==> src/rtl/gray_pkg.sv <==
// Shared constants for the Gray-code counter slice.
// Only the default counter width lives here; each module still takes WIDTH as a parameter.
package gray_pkg;

    localparam int GRAY_DEFAULT_WIDTH = 3;

endpackage

==> src/rtl/bin2gray.sv <==
// Combinational binary-to-reflected-Gray conversion, parameterised by width.
// Adjacent binary values map to Gray values that differ in exactly one bit.
module bin2gray #(
    parameter int WIDTH = 3
) (
    input  logic [WIDTH-1:0] i_bin,
    output logic [WIDTH-1:0] o_gray
);

    assign o_gray = i_bin ^ (i_bin >> 1);

endmodule

==> src/rtl/gray.sv <==
// Enabled Gray-code counter with a sticky wrap flag. Both outputs come straight from
// flip-flops; the Gray value is converted ahead of the register, so the outputs cannot glitch.
module gray
    import gray_pkg::*;
#(
    parameter int WIDTH = GRAY_DEFAULT_WIDTH
) (
    input  logic             Clk,
    input  logic             Reset,
    input  logic             En,
    output logic [WIDTH-1:0] Output,
    output logic             Overflow
);

    logic [WIDTH-1:0] r_bin;
    logic [WIDTH-1:0] r_gray;
    logic             r_ovf;
    logic [WIDTH-1:0] w_bin_next;
    logic [WIDTH-1:0] w_gray_next;
    logic             w_wrap;

    assign w_bin_next = r_bin + WIDTH'(1);
    assign w_wrap     = &r_bin;

    bin2gray #(
        .WIDTH (WIDTH)
    ) u_bin2gray (
        .i_bin  (w_bin_next),
        .o_gray (w_gray_next)
    );

    // The Gray register is loaded on the same edge as the binary count, so Output has no extra latency.
    always_ff @(posedge Clk or negedge Reset) begin
        if (!Reset) begin
            r_bin  <= '0;
            r_gray <= '0;
            r_ovf  <= 1'b0;
        end else if (En) begin
            r_bin  <= w_bin_next;
            r_gray <= w_gray_next;
            if (w_wrap) begin
                r_ovf <= 1'b1;
            end
        end
    end

    assign Output   = r_gray;
    assign Overflow = r_ovf;

endmodule

==> config.mk <==
export PLATFORM = sky130hd
export DESIGN_NAME = gray
export DESIGN_NICKNAME = d
export VERILOG_FILES = /design/src/rtl/gray_pkg.sv /design/src/rtl/bin2gray.sv /design/src/rtl/gray.sv
export SDC_FILE = /design/constraint.sdc
export NUM_CORES = 1
export LEC_CHECK = 0
export CAP_MARGIN = 40
export CORE_AREA = 2 2 39 41
export DETAILED_ROUTE_END_ITERATION = 8
export DIE_AREA = 0 0 41 43
export PLACE_DENSITY = 0.41
export SKIP_LAST_GASP = 1
export SLEW_MARGIN = 30
export SYNTH_ARGS = -nofsm -noshare
export SYNTH_HDL_FRONTEND = slang
export SYNTH_SLANG_ARGS = --single-unit
export TNS_END_PERCENT = 1
==> constraint.sdc <==
create_clock -name Clk -period 1.8 [get_ports Clk]
set_clock_uncertainty 0.05 [all_clocks]
set_input_delay 0.18 -clock Clk [delete_from_list [all_inputs] [get_ports Clk]]
set_output_delay 0.18 -clock Clk [all_outputs]
set_load 0.01 [all_outputs]
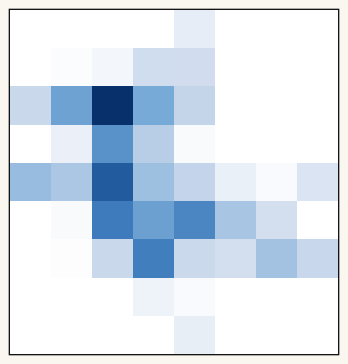
Fig. 1. Wire density map.
Scale: 8 px per µm. The die is cut into 8 by 9 equal tiles; white is low, dark blue is high, scaled to the fullest tile. Values are wire area over tile area, all layers added.
The densest ninth of the die: middle. 11% of the tiles are over half the peak. The fullest tile reaches 0.24. The emptiest ninth of the die: top right.

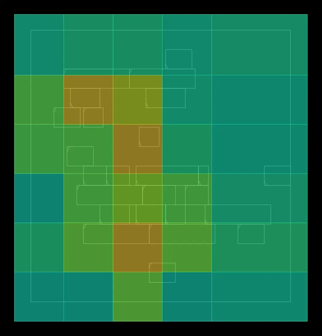
Fig. 2. Congestion heat map.
most congested layer reported by global routing: met3
global-route track usage on met1: 0.07541
final core occ: 0.2658

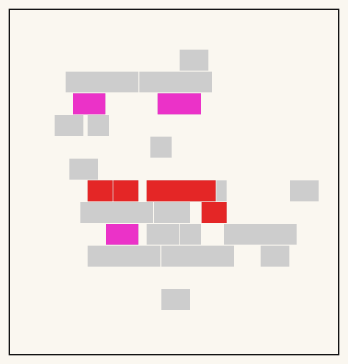
Fig. 3. Logic cells by family.
Scale: 8 px per µm.
Key: magenta = multiplexers [cells 3, most used mux2_2]; red = XOR/XNOR gates [cells 4, most used xnor2_1, where middle]

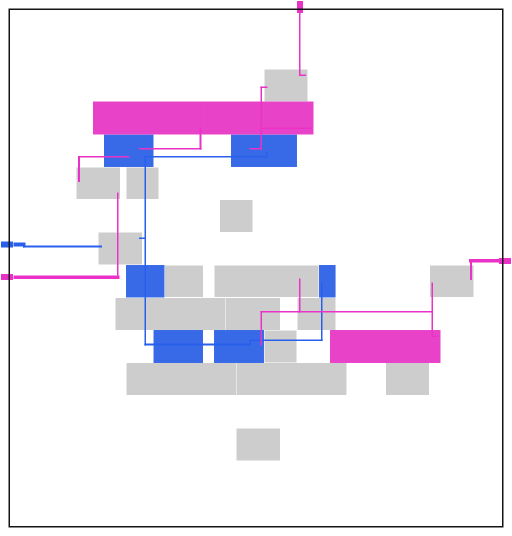
Fig. 4. I/O nets highlighted.
Scale: 12 px per µm.
Key: blue = En [bits 1, direction input, edge left, end cells 6, buffers 1, wire 53.7 µm]; magenta = Output [bits 3, direction output, edge 1 left, 1 top, 1 right, end cells 3, buffers 3, wire 73.0 µm]

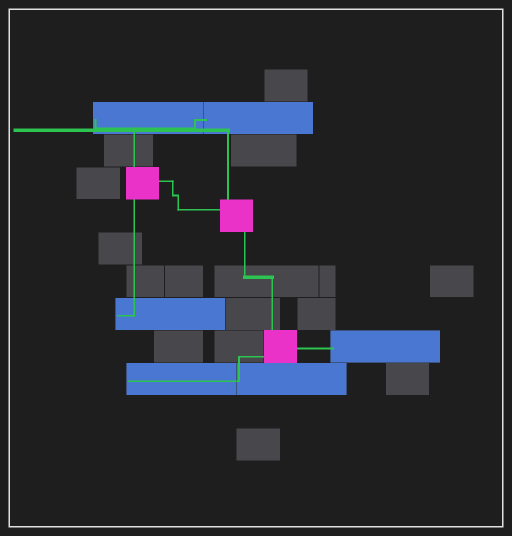
Fig. 5. Clock network drawn from the DEF.
Scale: 12 px per µm.
Key: blue = flip-flops [count 6]; magenta = clock drivers [count 3]; green = clock wires [length 95.4 µm]
There are 4 routed clock nets.

==> metrics.cfg <==
[run_status]
run_status = finished, final reports clean

[run]
max-cap-violations = 0
number_of_warnings_the_tools_reported = 26

[clock_tree]
cts_setup_buffers = 0
htreeDepth = 1
cts.hold.buffers_added = 0
tritoncts.num_buffers = 3
insertion_delay_ns = 0.24
clk_pin_slew_ns = 0.05
root_buffer = clkbuf_4
cts_tree = done
cell_resize_tally_after_clock_tree_synthesis = 0

[power]
power.largest_group = combinational logic
swShare = 0.2885
clk-power_w = 0.000121
power.total_w = 0.0007870
register_share_of_total_power = 0.338
power.combinational.fraction = 0.509
internal_power_w = 0.0005599
power_per_cell_area_nw_per_um2 = 2139
power.clock.fraction = 0.153
powerComb_w = 0.000400
total_leakage_power_nw = 0.1585

[critical_path]
critical_path.cell_chain = ha_1 -> xor3_1 -> mux2_4
logic_depth_of_the_worst_path_buffers_included = 3
crit_path_max_incr_delay_ns = 0.42
worstPathRequired_ns = 1.87
crit_path_start = r_bin[0]
critical_path.top_delay_family = flip-flops
worstSetupEndpoint = Output[1]
critical_path_arrival_ns = 1.51
rr_startpoint = r_bin[0]
slowest_stage = dfrtp_1

[layout]
largest_register_ff_count = 3
layout.clock.cell_area_share = 0.06122
finish.net_count = 31
num-multi-input-gates = 10
syn2layout_area_growth_pct = 32.43
layout.nonclk_buf_frac = 0.1633
num-fill-cells = 141
inv_count = 0
fraction_of_standard_cell_area_in_multi_input_logic = 0.3129
nonClockBufferCount = 6
area.combinational_um2 = 115.1
largest_register = r_bin
register_area_um2 = 150.1
share_of_cells_above_drive_strength_1 = 0.2800
final-instance-count-excl-fill = 41
post-route-cell-area_um2 = 367.9
sh_seq_area = 0.4082
dominant_cells = flip-flops and latches

[logic_synthesis]
top_area_cell = dfrtp_1
combined_area_of_all_synthesized_cells_um2 = 277.8
number_of_warning_messages_in_the_yosys_log = 0
synthMostInstantiatedCell = dfrtp_1
synth_flops = 6
synth-edff-count = 0
mux_area_frac = 0.1351
synthFlopType = dfrtp_1
netlist_instances = 18
synth.cells.most_frequent = dfrtp_1 (6), mux2_2 (2), xnor2_1 (2)
synth-cells-yosys = 18
synth.area.top_cells = dfrtp_1 (54%), xor3_1 (8.6%), mux2_2 (8.1%)
fp_nets = 22
ys_seq_frac = 0.5405
post_synth_main_logic_family = XOR/XNOR gates
synth-xor-area-share = 0.1802
netlist.area_leader.share = 0.5405
post_synth_and_or_nand_nor_area_fraction = 0.01351
yosys-stat-area_um2 = 277.8

[placed_design]
placed_area_um2 = 345.3
numPortBuffers = 6
gpl.final_weighted_congestion = 0.7117
setup_ws_pre_cts_ns = 0.3600
placed_cell_count = 38

[final_timing]
slew_headroom = 0.8172
rsz0062_at_grt = no
period_needed_ns = 1.439
finalCritPeriodShare = 0.7992
fin_tns_setup_ns = 0
setup_viol_count_final = 0
maxSlewViolCount = 0
final_critical_path_setup_slack_ns = 0.3614

[die]
die_w_um = 41
number_of_ports_placed_on_the_die_boundary = 7
dieArea_um2 = 1763
fp_util = 0.2007
die_height_um = 43
tapCellCount = 16

[route]
routed_wire_length_per_instance_um = 9.976
detailed_route_wire_length_on_metal_1_um = 183
vias_per_cell = 3.927
wl_met2_um = 185
detailedRoute.firstIterationViolations = 0
drtAntennaViolNets = 0
total_wire_length_um = 409
remaining_drc_errors = 0
routed-wl-met3_um = 40

[global_routing]
grt.overflow.total = 0
antenna_found_initial = 0
gr-usage-met3 = 0.08377
grt_start_max_net_pins = 7

